<file path="config.mk">
export PLATFORM = sky130hd
export DESIGN_NAME = pc_sequencer
export DESIGN_NICKNAME = d
export VERILOG_FILES = /design/src/rtl/pc_seq_pkg.sv /design/src/rtl/ras_stack.sv /design/src/rtl/pc_sequencer.sv
export SDC_FILE = /design/constraint.sdc
export NUM_CORES = 1
export LEC_CHECK = 0
export ABC_AREA = 1
export CAP_MARGIN = 20
export CORE_ASPECT_RATIO = 0.9
export CORE_MARGIN = 2
export CORE_UTILIZATION = 52
export DETAILED_ROUTE_END_ITERATION = 16
export PLACE_DENSITY_LB_ADDON = 0.3
export SLEW_MARGIN = 20
export SYNTH_ARGS = -nofsm -noshare
export SYNTH_HDL_FRONTEND = slang
export SYNTH_SLANG_ARGS = --single-unit
</file>
<file path="constraint.sdc">
create_clock -name clock_i -period 4.5 [get_ports clock_i]
set_input_delay 0.9 -clock clock_i [delete_from_list [all_inputs] [get_ports clock_i]]
set_output_delay 0.9 -clock clock_i [all_outputs]
set_load 0.03 [all_outputs]
</file>
<file path="src/rtl/pc_seq_pkg.sv">
// Shared types and constants for the pc sequencer: fetch FSM states, redirect
// opcodes and sticky fault codes.
package pc_seq_pkg;

  typedef enum logic [2:0] {
    StIdle,
    StFetch,
    StWait,
    StExec,
    StHalt
  } state_e;

  localparam logic [1:0] OP_NEXT = 2'b00;
  localparam logic [1:0] OP_JUMP = 2'b01;
  localparam logic [1:0] OP_CALL = 2'b10;
  localparam logic [1:0] OP_RET  = 2'b11;

  localparam logic [1:0] FAULT_NONE      = 2'b00;
  localparam logic [1:0] FAULT_OVERFLOW  = 2'b01;
  localparam logic [1:0] FAULT_UNDERFLOW = 2'b10;

endpackage

</file>
<file path="src/rtl/ras_stack.sv">
// Return-address stack: LIFO of BUS_WIDTH-bit entries with full/empty flags.
// dout_o always shows the top entry; it is meaningless while empty_o is set.
module ras_stack #(
  parameter int unsigned BUS_WIDTH   = 16,
  parameter int unsigned STACK_DEPTH = 8
) (
  input  logic                 clk_i,
  input  logic                 reset_i,
  input  logic                 push_i,
  input  logic                 pop_i,
  input  logic [BUS_WIDTH-1:0] din_i,
  output logic [BUS_WIDTH-1:0] dout_o,
  output logic                 full_o,
  output logic                 empty_o
);

  localparam int unsigned AW = $clog2(STACK_DEPTH);
  localparam logic [AW:0] FULL_COUNT = STACK_DEPTH[AW:0];

  logic [AW:0]          count_q, count_d;
  logic [BUS_WIDTH-1:0] mem_q [STACK_DEPTH];
  logic [AW-1:0]        wr_idx;
  logic [AW-1:0]        top_idx;

  assign wr_idx  = count_q[AW-1:0];
  // Wraps to the last slot when the stack is exactly full.
  assign top_idx = count_q[AW-1:0] - 1'b1;

  assign full_o  = (count_q == FULL_COUNT);
  assign empty_o = (count_q == '0);
  assign dout_o  = mem_q[top_idx];

  always_comb begin
    count_d = count_q;
    if (push_i && !full_o) begin
      count_d = count_q + 1'b1;
    end else if (pop_i && !empty_o) begin
      count_d = count_q - 1'b1;
    end
  end

  always_ff @(posedge clk_i) begin
    if (reset_i) begin
      count_q <= '0;
    end else begin
      count_q <= count_d;
    end
  end

  always_ff @(posedge clk_i) begin
    if (!reset_i && push_i && !full_o) begin
      mem_q[wr_idx] <= din_i;
    end
  end

endmodule

</file>
<file path="src/rtl/pc_sequencer.sv">
// Fetch/redirect controller: sequences an external pc through fetch, wait and
// execute, handling jump/call/return redirects with a return-address stack.
module pc_sequencer
  import pc_seq_pkg::*;
#(
  parameter int unsigned BUS_WIDTH   = 16,
  parameter int unsigned STACK_DEPTH = 8
) (
  input  logic                 clock_i,
  input  logic                 reset_i,
  input  logic                 start_i,
  input  logic [BUS_WIDTH-1:0] pc_value_i,
  output logic                 pc_reset_o,
  output logic                 pc_inc_o,
  output logic                 pc_load_o,
  output logic [BUS_WIDTH-1:0] pc_in_o,
  output logic                 mem_req_o,
  output logic [BUS_WIDTH-1:0] mem_addr_o,
  input  logic                 mem_ready_i,
  input  logic [BUS_WIDTH-1:0] mem_rdata_i,
  output logic [BUS_WIDTH-1:0] instr_o,
  output logic                 instr_valid_o,
  input  logic                 exec_done_i,
  input  logic [1:0]           redirect_op_i,
  input  logic [BUS_WIDTH-1:0] redirect_target_i,
  input  logic                 halt_req_i,
  output logic                 busy_o,
  output logic                 halted_o,
  output logic [1:0]           fault_o,
  output logic [BUS_WIDTH-1:0] retired_o
);

  state_e               state_q, state_d;
  logic [BUS_WIDTH-1:0] instr_q, instr_d;
  logic                 instr_valid_q, instr_valid_d;
  logic [BUS_WIDTH-1:0] retired_q, retired_d;
  logic [1:0]           fault_q, fault_d;

  logic                 push, pop;
  logic                 stk_full, stk_empty;
  logic [BUS_WIDTH-1:0] stk_dout;
  logic [BUS_WIDTH-1:0] ret_addr;
  logic                 op_ok;
  logic [1:0]           op_fault;

  assign ret_addr = pc_value_i + 1'b1;

  ras_stack #(
    .BUS_WIDTH  (BUS_WIDTH),
    .STACK_DEPTH(STACK_DEPTH)
  ) u_ras_stack (
    .clk_i  (clock_i),
    .reset_i(reset_i),
    .push_i (push),
    .pop_i  (pop),
    .din_i  (ret_addr),
    .dout_o (stk_dout),
    .full_o (stk_full),
    .empty_o(stk_empty)
  );

  always_comb begin
    state_d       = state_q;
    instr_d       = instr_q;
    instr_valid_d = 1'b0;
    fault_d       = fault_q;
    pc_inc_o      = 1'b0;
    pc_load_o     = 1'b0;
    pc_in_o       = '0;
    push          = 1'b0;
    pop           = 1'b0;
    op_ok         = 1'b0;
    op_fault      = FAULT_NONE;

    case (state_q)
      StIdle: begin
        if (start_i) state_d = StFetch;
      end
      StFetch: state_d = StWait;
      StWait: begin
        if (mem_ready_i) begin
          instr_d       = mem_rdata_i;
          instr_valid_d = 1'b1;
          state_d       = StExec;
        end
      end
      StExec: begin
        if (exec_done_i) begin
          case (redirect_op_i)
            OP_NEXT: begin
              pc_inc_o = 1'b1;
              op_ok    = 1'b1;
            end
            OP_JUMP: begin
              pc_load_o = 1'b1;
              pc_in_o   = redirect_target_i;
              op_ok     = 1'b1;
            end
            OP_CALL: begin
              if (stk_full) begin
                op_fault = FAULT_OVERFLOW;
              end else begin
                push      = 1'b1;
                pc_load_o = 1'b1;
                pc_in_o   = redirect_target_i;
                op_ok     = 1'b1;
              end
            end
            default: begin
              if (stk_empty) begin
                op_fault = FAULT_UNDERFLOW;
              end else begin
                pop       = 1'b1;
                pc_load_o = 1'b1;
                pc_in_o   = stk_dout;
                op_ok     = 1'b1;
              end
            end
          endcase
          if (op_ok) begin
            state_d = halt_req_i ? StHalt : StFetch;
          end else begin
            // The first fault recorded is kept until reset.
            if (fault_q == FAULT_NONE) fault_d = op_fault;
            state_d = StHalt;
          end
        end
      end
      StHalt: begin
        if (start_i) state_d = StIdle;
      end
      default: state_d = StIdle;
    endcase

    // Reset aborts any in-flight redirect so the pc is left untouched.
    if (reset_i) begin
      pc_inc_o  = 1'b0;
      pc_load_o = 1'b0;
      pc_in_o   = '0;
      push      = 1'b0;
      pop       = 1'b0;
      op_ok     = 1'b0;
    end
  end

  assign retired_d = retired_q + {{(BUS_WIDTH-1){1'b0}}, op_ok};

  always_ff @(posedge clock_i) begin
    if (reset_i) begin
      state_q       <= StIdle;
      instr_q       <= '0;
      instr_valid_q <= 1'b0;
      retired_q     <= '0;
      fault_q       <= FAULT_NONE;
    end else begin
      state_q       <= state_d;
      instr_q       <= instr_d;
      instr_valid_q <= instr_valid_d;
      retired_q     <= retired_d;
      fault_q       <= fault_d;
    end
  end

  assign pc_reset_o    = (state_q == StIdle);
  assign mem_req_o     = (state_q == StFetch) || (state_q == StWait);
  assign mem_addr_o    = mem_req_o ? pc_value_i : '0;
  assign busy_o        = (state_q == StFetch) || (state_q == StWait) || (state_q == StExec);
  assign halted_o      = (state_q == StHalt);
  assign instr_o       = instr_q;
  assign instr_valid_o = instr_valid_q;
  assign fault_o       = fault_q;
  assign retired_o     = retired_q;

endmodule

</file>
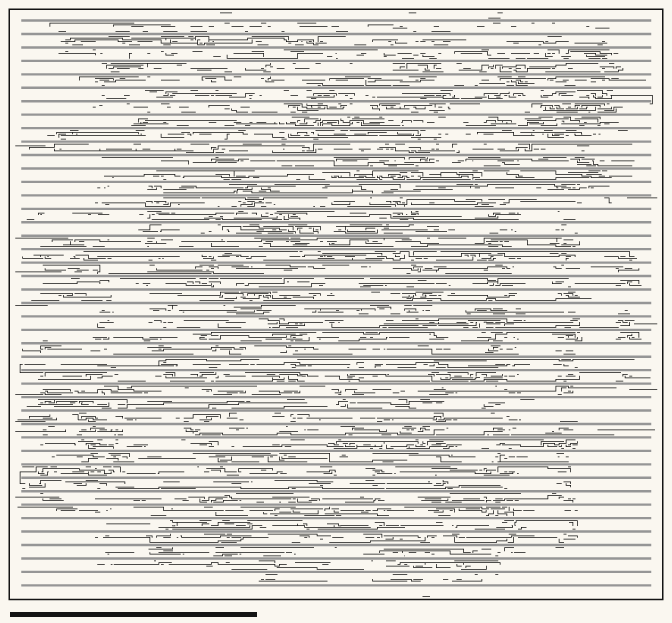
**Above:** M1 wires.
Bar = 50 µm. Supply wires on this layer in grey.
nets with wire on the layer = 930
share of all routed wire = 45%
wire length on this layer = 7920 µm
routing usage on met1: 31.2%
total routed wirelength: 17500 µm
via count: 5948

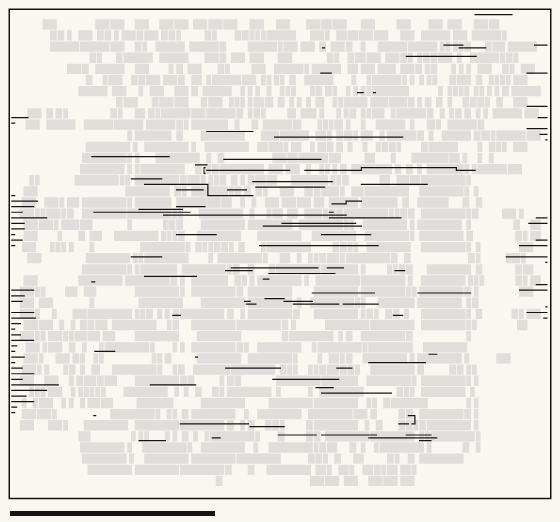
**Above:** signal wires on met3.
Bar = 50 µm.
main direction = horizontal
share of all routed wire = 5.7%
longest straight run = 44.6 µm

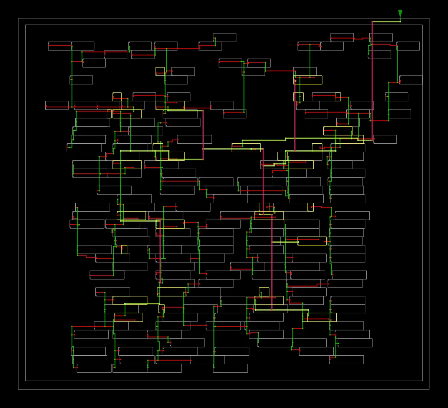
**Above:** clock nets.
Clock Power: 1.35 mW
CTS sink count: 170
flop count: 170

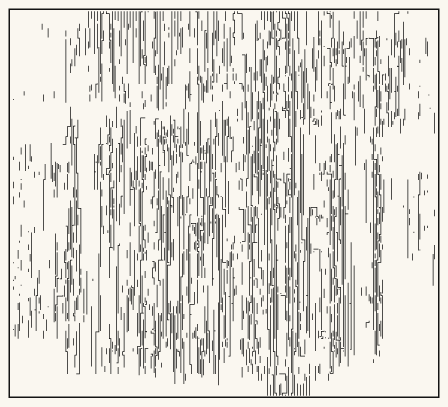
**Above:** signal wires on met2.
share of all routed wire = 48%
wire length on this layer = 8350 µm
longest straight run = 89.6 µm

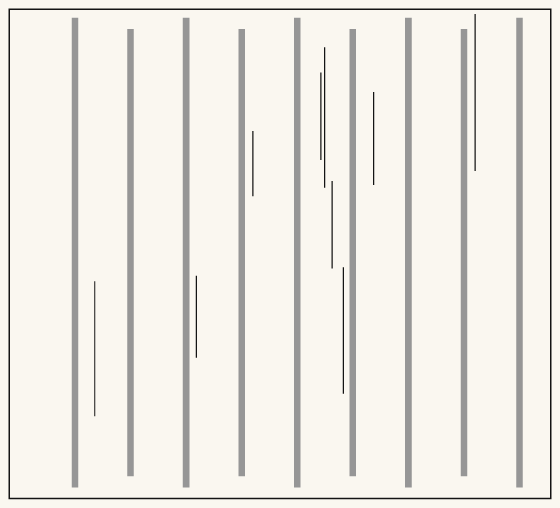
**Above:** met4 routing.
Supply wires on this layer in grey.
wire length on this layer = 235 µm
share of all routed wire = 1.3%
main direction = vertical

==> flow_metrics.py <==
# Auto-generated metrics
metrics = {
    "grt": {
        "grt-busiest-layer": "met2",
        "grt_pass1_vias": 5488,
        "grt_start_max_net_pins": 69,
    },
    "sta": {
        "timing.hold.ws_ps": 442,
        "max_slew.worst_pin.slew_ps": 1020,
        "timing.clock.skew_ps": 9.37,
        "fin_tns_setup_ps": 0,
        "finalSetupViolations": 0,
    },
    "placed_design": {
        "dp_cells": 1120,
        "post_dp_cell_area_um2": 9120,
    },
    "layout": {
        "num-fill-cells": 1144,
        "layout-drive-gt1-share_pct": 9.12,
        "area_growth_syn_to_fin_pct": 26.4,
        "final-nonclk-buf-share_pct": 13.9,
        "layout.area.top_class": "registers",
        "final_core_util_pct": 66.4,
        "comb_area_share_pct": 26.5,
    },
    "logic_synthesis": {
        "seq_area_frac_synth_pct": 61.2,
        "yosys_register_bits": 170,
    },
    "critical_path": {
        "start_kind": "flop",
        "cp_max_fo": 44,
        "critPathCaptureType": "output port",
        "timing.critical_path.slowest_stage_cell": "dfxtp_1",
        "r2r_end": "u_ras_stack.mem_q[7][10]",
    },
    "power": {
        "share_clk_of_total_power_pct": 36.9,
        "largest_power_group": "sequential cells",
    },
    "detailed_routing": {
        "drtAntennaViolNets": 0,
        "highest_layer": "met4",
        "drcViolationCount": 0,
    },
    "worst_hold_path": {
        "min-delay-start": "instr_o[7]",
        "worst_hold_path.num_cells": 2,
    },
    "cts": {
        "cts_repair_resize_count": 0,
        "cts-root-to-sink-buffers": 2,
    },
    "status": {
        "outcome": "complete, no violations",
    },
    "job": {
        "warning_count": 27,
    },
}
state kept, by name (all words and copies together), names as in the netlist:
signal and flops:
u_ras_stack.count_q 4, instr_valid_o 1, u_ras_stack.mem_q 128, fault_o 2, instr_o 16, state_q 3, retired_o 16
metrics by stage:
stage	worst slack (ps)	power, mW
2_1_floorplan	1290	2.10
3_3_place_gp	1050	2.34
3_5_place_dp	1020	2.34
4_1_cts	707	3.67
5_1_grt	429	3.77
6_report	677	3.66
Yosys cell counts:
cell | number | area (µm²)
a21oi_1 | 49 | 245
nor3_2 | 1 | 10.0
nor2_1 | 153 | 574
ha_1 | 7 | 87.6
buf_1 | 2 | 7.51
xor2_1 | 16 | 140
dfxtp_1 | 42 | 841
nand2_2 | 5 | 31.3
o21ai_4 | 1 | 16.3
o21ai_0 | 72 | 360
nand3_1 | 66 | 330
nor2_2 | 1 | 6.26
nor3_1 | 18 | 90.1
nor4_1 | 1 | 6.26
a211oi_1 | 1 | 7.51
fa_1 | 1 | 20.0
nand2_1 | 134 | 503
nand4_1 | 4 | 25.0
nand3_2 | 1 | 10.0
buf_6 | 2 | 22.5
inv_1 | 72 | 270
inv_2 | 2 | 7.51
buf_4 | 3 | 22.5
nor2_4 | 1 | 11.3
xnor2_4 | 1 | 27.5
clkbuf_1 | 12 | 45.0
a21oi_2 | 1 | 8.76
edfxtp_1 | 128 | 3840
o211ai_1 | 1 | 7.51
buf_2 | 15 | 75.1
cells by family after synthesis:
family / after synthesis / share of synthesized area, %
flops: 170 / 61.2
fa+ha+maj: 8 / 1.41
simple gates: 385 / 20.9
buf+inv: 108 / 5.89
compound gates: 125 / 8.44
xor+xnor: 17 / 2.19
Power figures rest on the tool's default switching activity, not on a simulated workload.
